$ cat src/rtl/gb_bus_write_sync_if.sv
// Bus bundle between the Game Boy cartridge edge and the mapper write-event front end.
// The slave side is the synchronizer; the master side drives the raw bus and consumes events.
interface gb_bus_write_sync_if;
  logic [3:0] GB_A_HI;
  logic [7:0] GB_D;
  logic       nGB_WR;
  logic       cfg_unlock;
  logic       wr_valid;
  logic [3:0] wr_addr;
  logic [7:0] wr_data;
  logic       we_ram_en;
  logic       we_rom_lo;
  logic       we_rom_hi;
  logic       we_ram_bank;
  logic       we_game_en;
  logic       we_game_sel;
  logic       we_rst_req;
  logic [7:0] drop_cnt;

  modport slave (
    input  GB_A_HI, GB_D, nGB_WR, cfg_unlock,
    output wr_valid, wr_addr, wr_data, we_ram_en, we_rom_lo, we_rom_hi,
           we_ram_bank, we_game_en, we_game_sel, we_rst_req, drop_cnt
  );

  modport master (
    output GB_A_HI, GB_D, nGB_WR, cfg_unlock,
    input  wr_valid, wr_addr, wr_data, we_ram_en, we_rom_lo, we_rom_hi,
           we_ram_bank, we_game_en, we_game_sel, we_rst_req, drop_cnt
  );
endinterface

$ cat src/rtl/gb_bus_write_sync.sv
// Synchronizes the cartridge write strobe, address nibble and data into the oscillator domain
// and turns each valid host write into one decoded single-cycle write event.
module gb_bus_write_sync #(
  parameter int SYNC_STAGES = 2,
  parameter int MIN_LOW     = 3,
  parameter int MAX_LOW     = 200
) (
  input logic                osc_sig,
  input logic                nRST,
  gb_bus_write_sync_if.slave bus
);

  typedef enum logic [1:0] {IDLE, LOW, ARMED, STUCK} state_t;

  logic [SYNC_STAGES-1:0] wr_sync_reg;
  logic [3:0]             a_sync_reg [SYNC_STAGES];
  logic [7:0]             d_sync_reg [SYNC_STAGES];
  logic [SYNC_STAGES:0]   flush_reg;

  state_t     state_reg, state_next;
  logic [7:0] cnt_reg, cnt_next;
  logic [3:0] cap_a_reg;
  logic [7:0] cap_d_reg;
  logic       cap_en, fire, drop;

  logic       wr_valid_reg;
  logic [3:0] wr_addr_reg;
  logic [7:0] wr_data_reg;
  logic [6:0] we_reg, we_dec;
  logic [7:0] drop_cnt_reg;

  logic       wr_s, sync_ready, sync_first;
  logic [3:0] a_s;
  logic [7:0] d_s;

  assign wr_s = wr_sync_reg[SYNC_STAGES-1];
  assign a_s  = a_sync_reg[SYNC_STAGES-1];
  assign d_s  = d_sync_reg[SYNC_STAGES-1];

  // flush_reg marks when wr_s first carries a real bus sample after reset, so a strobe
  // that was already low through reset is parked in STUCK instead of being accepted.
  assign sync_ready = flush_reg[SYNC_STAGES-1];
  assign sync_first = sync_ready & ~flush_reg[SYNC_STAGES];

  always_ff @(posedge osc_sig or negedge nRST) begin
    if (!nRST) begin
      wr_sync_reg <= '1;
      flush_reg   <= '0;
      for (int i = 0; i < SYNC_STAGES; i++) begin
        a_sync_reg[i] <= '0;
        d_sync_reg[i] <= '0;
      end
    end else begin
      wr_sync_reg   <= {wr_sync_reg[SYNC_STAGES-2:0], bus.nGB_WR};
      flush_reg     <= {flush_reg[SYNC_STAGES-1:0], 1'b1};
      a_sync_reg[0] <= bus.GB_A_HI;
      d_sync_reg[0] <= bus.GB_D;
      for (int i = 1; i < SYNC_STAGES; i++) begin
        a_sync_reg[i] <= a_sync_reg[i-1];
        d_sync_reg[i] <= d_sync_reg[i-1];
      end
    end
  end

  always_comb begin
    state_next = state_reg;
    cnt_next   = cnt_reg;
    cap_en     = 1'b0;
    fire       = 1'b0;
    drop       = 1'b0;
    case (state_reg)
      IDLE: begin
        if (sync_ready && !wr_s) begin
          if (sync_first) begin
            state_next = STUCK;
          end else begin
            cnt_next = 8'd1;
            if (MIN_LOW <= 1) begin
              cap_en     = 1'b1;
              state_next = ARMED;
            end else begin
              state_next = LOW;
            end
          end
        end
      end
      LOW: begin
        if (wr_s) begin
          state_next = IDLE;
          drop       = 1'b1;
        end else begin
          cnt_next = cnt_reg + 8'd1;
          if (cnt_next == 8'(MIN_LOW)) begin
            cap_en     = 1'b1;
            state_next = ARMED;
          end
        end
      end
      ARMED: begin
        if (wr_s) begin
          state_next = IDLE;
          fire       = 1'b1;
        end else begin
          cnt_next = cnt_reg + 8'd1;
          if (cnt_next == 8'(MAX_LOW)) begin
            state_next = STUCK;
            drop       = 1'b1;
          end
        end
      end
      STUCK: begin
        if (wr_s) state_next = IDLE;
      end
      default: state_next = IDLE;
    endcase
  end

  // Bit order: ram_en, rom_lo, rom_hi, ram_bank, game_en, game_sel, rst_req.
  always_comb begin
    we_dec    = '0;
    we_dec[6] = (cap_a_reg == 4'h0) || (cap_a_reg == 4'h1);
    we_dec[5] = (cap_a_reg == 4'h2);
    we_dec[4] = (cap_a_reg == 4'h3);
    we_dec[3] = (cap_a_reg == 4'h4) || (cap_a_reg == 4'h5);
    we_dec[2] = (cap_a_reg == 4'hA) && bus.cfg_unlock;
    we_dec[1] = (cap_a_reg == 4'hB) && bus.cfg_unlock;
    we_dec[0] = (cap_a_reg == 4'h4) && bus.cfg_unlock;
  end

  always_ff @(posedge osc_sig or negedge nRST) begin
    if (!nRST) begin
      state_reg    <= IDLE;
      cnt_reg      <= '0;
      cap_a_reg    <= '0;
      cap_d_reg    <= '0;
      wr_valid_reg <= 1'b0;
      wr_addr_reg  <= '0;
      wr_data_reg  <= '0;
      we_reg       <= '0;
      drop_cnt_reg <= '0;
    end else begin
      state_reg    <= state_next;
      cnt_reg      <= cnt_next;
      wr_valid_reg <= fire;
      we_reg       <= fire ? we_dec : 7'd0;
      if (cap_en) begin
        cap_a_reg <= a_s;
        cap_d_reg <= d_s;
      end
      if (fire) begin
        wr_addr_reg <= cap_a_reg;
        wr_data_reg <= cap_d_reg;
      end
      if (drop && drop_cnt_reg != 8'hFF) drop_cnt_reg <= drop_cnt_reg + 8'd1;
    end
  end

  assign bus.wr_valid    = wr_valid_reg;
  assign bus.wr_addr     = wr_addr_reg;
  assign bus.wr_data     = wr_data_reg;
  assign bus.we_ram_en   = we_reg[6];
  assign bus.we_rom_lo   = we_reg[5];
  assign bus.we_rom_hi   = we_reg[4];
  assign bus.we_ram_bank = we_reg[3];
  assign bus.we_game_en  = we_reg[2];
  assign bus.we_game_sel = we_reg[1];
  assign bus.we_rst_req  = we_reg[0];
  assign bus.drop_cnt    = drop_cnt_reg;

endmodule

$ cat src/flat_wrapper.sv
// flat-port wrapper written by rule: the top's interface ports become plain ports
module gb_bus_write_sync_flat 
#(
  parameter int SYNC_STAGES = 2,
  parameter int MIN_LOW     = 3,
  parameter int MAX_LOW     = 200
)
  (osc_sig, nRST, bus_GB_A_HI, bus_GB_D, bus_nGB_WR, bus_cfg_unlock, bus_wr_valid, bus_wr_addr, bus_wr_data, bus_we_ram_en, bus_we_rom_lo, bus_we_rom_hi, bus_we_ram_bank, bus_we_game_en, bus_we_game_sel, bus_we_rst_req, bus_drop_cnt);
  gb_bus_write_sync_if bus_i ();
  input logic osc_sig;
  input logic nRST;
  input wire logic [$bits(bus_i.GB_A_HI)-1:0] bus_GB_A_HI;
  input wire logic [$bits(bus_i.GB_D)-1:0] bus_GB_D;
  input wire logic [$bits(bus_i.nGB_WR)-1:0] bus_nGB_WR;
  input wire logic [$bits(bus_i.cfg_unlock)-1:0] bus_cfg_unlock;
  output wire logic [$bits(bus_i.wr_valid)-1:0] bus_wr_valid;
  output wire logic [$bits(bus_i.wr_addr)-1:0] bus_wr_addr;
  output wire logic [$bits(bus_i.wr_data)-1:0] bus_wr_data;
  output wire logic [$bits(bus_i.we_ram_en)-1:0] bus_we_ram_en;
  output wire logic [$bits(bus_i.we_rom_lo)-1:0] bus_we_rom_lo;
  output wire logic [$bits(bus_i.we_rom_hi)-1:0] bus_we_rom_hi;
  output wire logic [$bits(bus_i.we_ram_bank)-1:0] bus_we_ram_bank;
  output wire logic [$bits(bus_i.we_game_en)-1:0] bus_we_game_en;
  output wire logic [$bits(bus_i.we_game_sel)-1:0] bus_we_game_sel;
  output wire logic [$bits(bus_i.we_rst_req)-1:0] bus_we_rst_req;
  output wire logic [$bits(bus_i.drop_cnt)-1:0] bus_drop_cnt;
  assign bus_i.GB_A_HI = bus_GB_A_HI;
  assign bus_i.GB_D = bus_GB_D;
  assign bus_i.nGB_WR = bus_nGB_WR;
  assign bus_i.cfg_unlock = bus_cfg_unlock;
  assign bus_wr_valid = bus_i.wr_valid;
  assign bus_wr_addr = bus_i.wr_addr;
  assign bus_wr_data = bus_i.wr_data;
  assign bus_we_ram_en = bus_i.we_ram_en;
  assign bus_we_rom_lo = bus_i.we_rom_lo;
  assign bus_we_rom_hi = bus_i.we_rom_hi;
  assign bus_we_ram_bank = bus_i.we_ram_bank;
  assign bus_we_game_en = bus_i.we_game_en;
  assign bus_we_game_sel = bus_i.we_game_sel;
  assign bus_we_rst_req = bus_i.we_rst_req;
  assign bus_drop_cnt = bus_i.drop_cnt;
  gb_bus_write_sync #(.SYNC_STAGES(SYNC_STAGES), .MIN_LOW(MIN_LOW), .MAX_LOW(MAX_LOW)) u_core (.osc_sig(osc_sig), .nRST(nRST), .bus(bus_i));
endmodule
$ cat config.mk
export PLATFORM = sky130hd
export DESIGN_NAME = gb_bus_write_sync_flat
export DESIGN_NICKNAME = d
export VERILOG_FILES = /design/src/rtl/gb_bus_write_sync_if.sv /design/src/rtl/gb_bus_write_sync.sv /design/src/flat_wrapper.sv
export SDC_FILE = /design/constraint.sdc
export NUM_CORES = 1
export LEC_CHECK = 0
export CORE_MARGIN = 5
export CORE_UTILIZATION = 53
export DETAILED_ROUTE_END_ITERATION = 7
export PLACE_DENSITY = 0.78
export SLEW_MARGIN = 40
export SYNTH_ARGS = -nofsm -noshare
export SYNTH_HDL_FRONTEND = slang
export SYNTH_SLANG_ARGS = --single-unit
$ cat constraint.sdc
create_clock -name osc_sig -period 2.8 [get_ports osc_sig]
set_input_delay 0.42 -clock osc_sig [delete_from_list [all_inputs] [get_ports osc_sig]]
set_output_delay 0.42 -clock osc_sig [all_outputs]
set_load 0.02 [all_outputs]
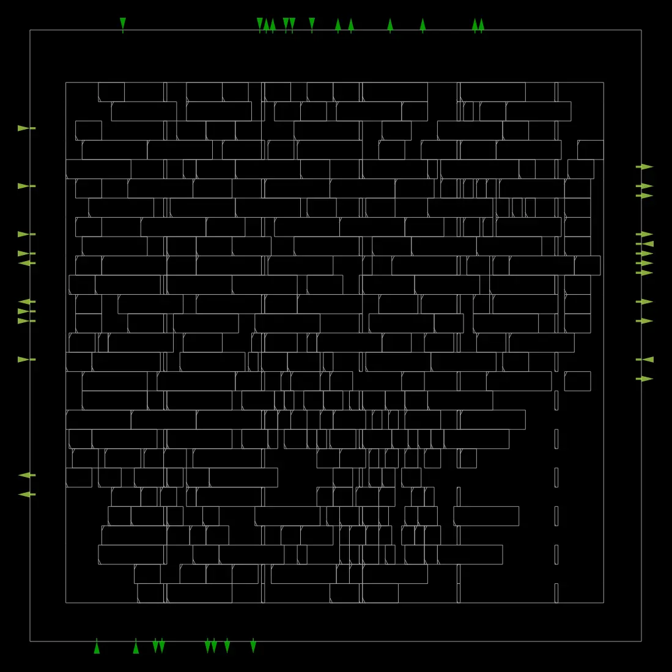
*Cell outlines without signal wires*
Tap Cells: 72
final non-filler cell total: 349

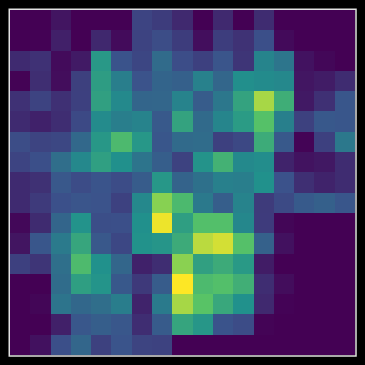
*Signal metal coverage by tile*
Drawn at 4 px/um. The die is cut into 17 by 17 equal tiles; dark purple is low, yellow is high, scaled to the fullest tile. Values are wire area over tile area, all layers added.
nearly empty tiles	21%
mean over tiles	0.11
densest ninth of the die	centre
emptiest ninth of the die	lower right
tiles over half the peak	17%
fullest tile	0.43
Routed Wire Length: 5250 um
Tot GR Track Use: 16.2%
WL per Instance: 15.1 um

[layout make-up]
cell class,instances,area [sq um]
clock inverter,6,90.1
fill,400,1780
multi-input combinational,132,1040
tap,72,90.1
timing repair buffer,43,432
sequential,79,1980
clock buffer,10,138
inverter,7,26.3
[stage by stage]
stage,setup slack [ns],cell area [sq um],utilization [%]
after floorplan,0.723,3080,-
after global placement,0.610,3560,64.0
after detailed placement,0.518,3570,64.0
after CTS,0.502,3800,68.1
after global routing,0.322,3800,68.1
final,0.505,3800,68.1
[metal layers]
layer	vias up	share of wire, %
met3	16	5.1
met2	57	46
met1	935	45
met4	0	3.6
li1	892	-
met5	-	0
==> GITHUB_STEP_SUMMARY <==
## PnR job results

| Metric | Value |
|---|---|
| Compound Share, Synth | 7.71% |
| CTS tree | done |
| Tmin final | 2.30 ns |
| Syn Nets | 246 |
| Simple share | 10.8% |
| Fin Setup TNS | 0 ns |
| Worst setup path startpoint | u_core.cnt_reg[1]$_DFFE_PN0P_ |
| Worst-Margin Slew | between 0.6 and 0.7 ns |
| Commonest flop | dfrtp_1 |
| Number of DRC markers in iteration 0 | 190 |
| Area leader, netlist | dfrtp_1 |
| Hold buffers post-CTS | 0 |
| Crit start category | flip-flop |
| Post-synthesis cell area | a little over 3000 sq um |
| Placed cells | about 330 |
| Worst hold slack | around 0.075 ns |
| Largest net degree at the start of global routing | 80 |
| Top comb family, area | simple AND/OR/NAND/NOR gates |
| Period utilization | 82.0% |
| Fin. Hold Viols | 0 |
| Mean Syn Cell Area | 13.8 sq um |
| Share of layout cells above drive strength 1 | ~16% |
| Total stage count of the critical path | 7 |
| Core Footprint | about 5600 sq um |
| Pre-antenna DRT Iters | 4 |
| Post-route DRC | 0 |
| Initial antenna violation count | 0 |
| Routed Antenna Nets | 0 |
| Detailed-route via count | between 1500 and 2000 |
| Top cells, area | dfrtp_1, mux2_4, mux2_2 |
| Clk pwr share | 27.8% |
| Seq pwr | roughly 1.5 mW |
| Top Consumer | registers |
| Diode count | 0 |
| Clock Sinks | 79 |
| Buf/Inv on CP | 0 |
| Port Buffers | about 43 |
| Adder Area Share | 2.84% |
| Crit path largest cell delay | around 0.5 ns |
| Outcome | completed |
| CP required | ~3.0 ns |
| Internal | approximately 2.3 mW |
| Mapped Cells | about 220 |
| Clk_lat worst skew | roughly 0.35 ns |
| Element type at the critical path end | flip-flop |
| Vias in the first global route | 1834 |
| M1 GR Usage | between 20% and 30% |
| Reg2Reg Depth | 7 |
| Worst path slowest cell | dfrtp_1 |
| Clk slew on worst S/H paths | 0.08 ns |
| Clk buf depth | 2 |
| # IOs | between 40 and 50 |
| Overall Power | about 3.4 mW |
| Top-area cell share | roughly 62% |
| Synth Seq Share | 64.2% |
| Number of nets in the layout | 295 |
| M2 GR Usage | between 20% and 30% |
| XOR Share, Synth | between 1.5 and 2% |
| FF-to-FF Start | u_core.cnt_reg[1]$_DFFE_PN0P_ |
| M3 GR Usage | ~4.4% |
| LEAKAGE | around 1.7 nW |
| Yosys stat cell total | between 200 and 250 |
| Sw Share | about a third |
| Delay-heaviest family, CP | simple AND/OR/NAND/NOR gates |
| Logic pwr share | between 20% and 30% |
| Type of the tightest min-delay check | in -> async |
| Peak supply drop | 566 uV |
| Core Rows | 27 |
| Mux share | 10.3% |
| Power Dens Cells | around 900 nW/um^2 |
| RSZ-0062 raised after global routing | no |
| DP Wirelength | around 3400 um |
| Gpl congestion | 0.853 |
| Worst-path maximum fanout | 12 |
| Vias per cell | ~5.4 |
| Synthesis-to-layout area growth | 23.1% |
| Worst path cell trace | ha_1 > nand3_1 > or3_1 > o2111a_1 > nand4b_1 > nand3b_4 > mux2_1 |
| Worst slew margin | a little under three fifths |
| Top post-synthesis cells by count | dfrtp_1, nand2_1, o21ai_0 |
| CP arrival | ~2.5 ns |
| Post-synth area from yosys stat | slightly above 3000 sq um |
| R2r endpoint | u_core.cap_d_reg[7]$_DFFE_PN0P_ |
| Root Buffer Master | clkbuf_8 |
| Die H | between 80 and 90 um |
| Worst Setup EP | u_core.cap_d_reg[7]$_DFFE_PN0P_ |
| Most Crowded Layer GR | met2 |
| Most frequent cell after synthesis | dfrtp_1 |
| Setup bufs post-CTS | 0 |
| Asr flop ratio synth | 100% |
| H-tree Lvls | 3 |
| Yosys cell types | roughly 48 |
| Final setup vio count | 0 |
| P_clk | approximately 0.95 mW |
| Synthesized registers | 79 |
| CTS Buf Count | 9 |
| Tool warning count | 30 |
| Fin. max-slew vios | 0 |
| Floorplan utilization | around 55% |
| Clk_skew | 0.0104 ns |
| Resized Gates After CTS | 0 |
| Psw | ~1.1 mW |
| Yosys warning tally | 0 |
| Critical path class | reg -> reg |
| Remaining Overflow, GRT | 0 |
| EDFF count, synth | 0 |
| Die X | ~86 um |
| Fmax | about 440 MHz |
| First-pass GRT wire length | a little over 9000 um |
| Sequential Power Share | around 45% |
| R2R Setup Slk | approximately 0.50 ns |
| Die ar. | about 7400 sq um |
| Max Cap Viol | 0 |
Power is estimated from default activity; no workload was simulated.
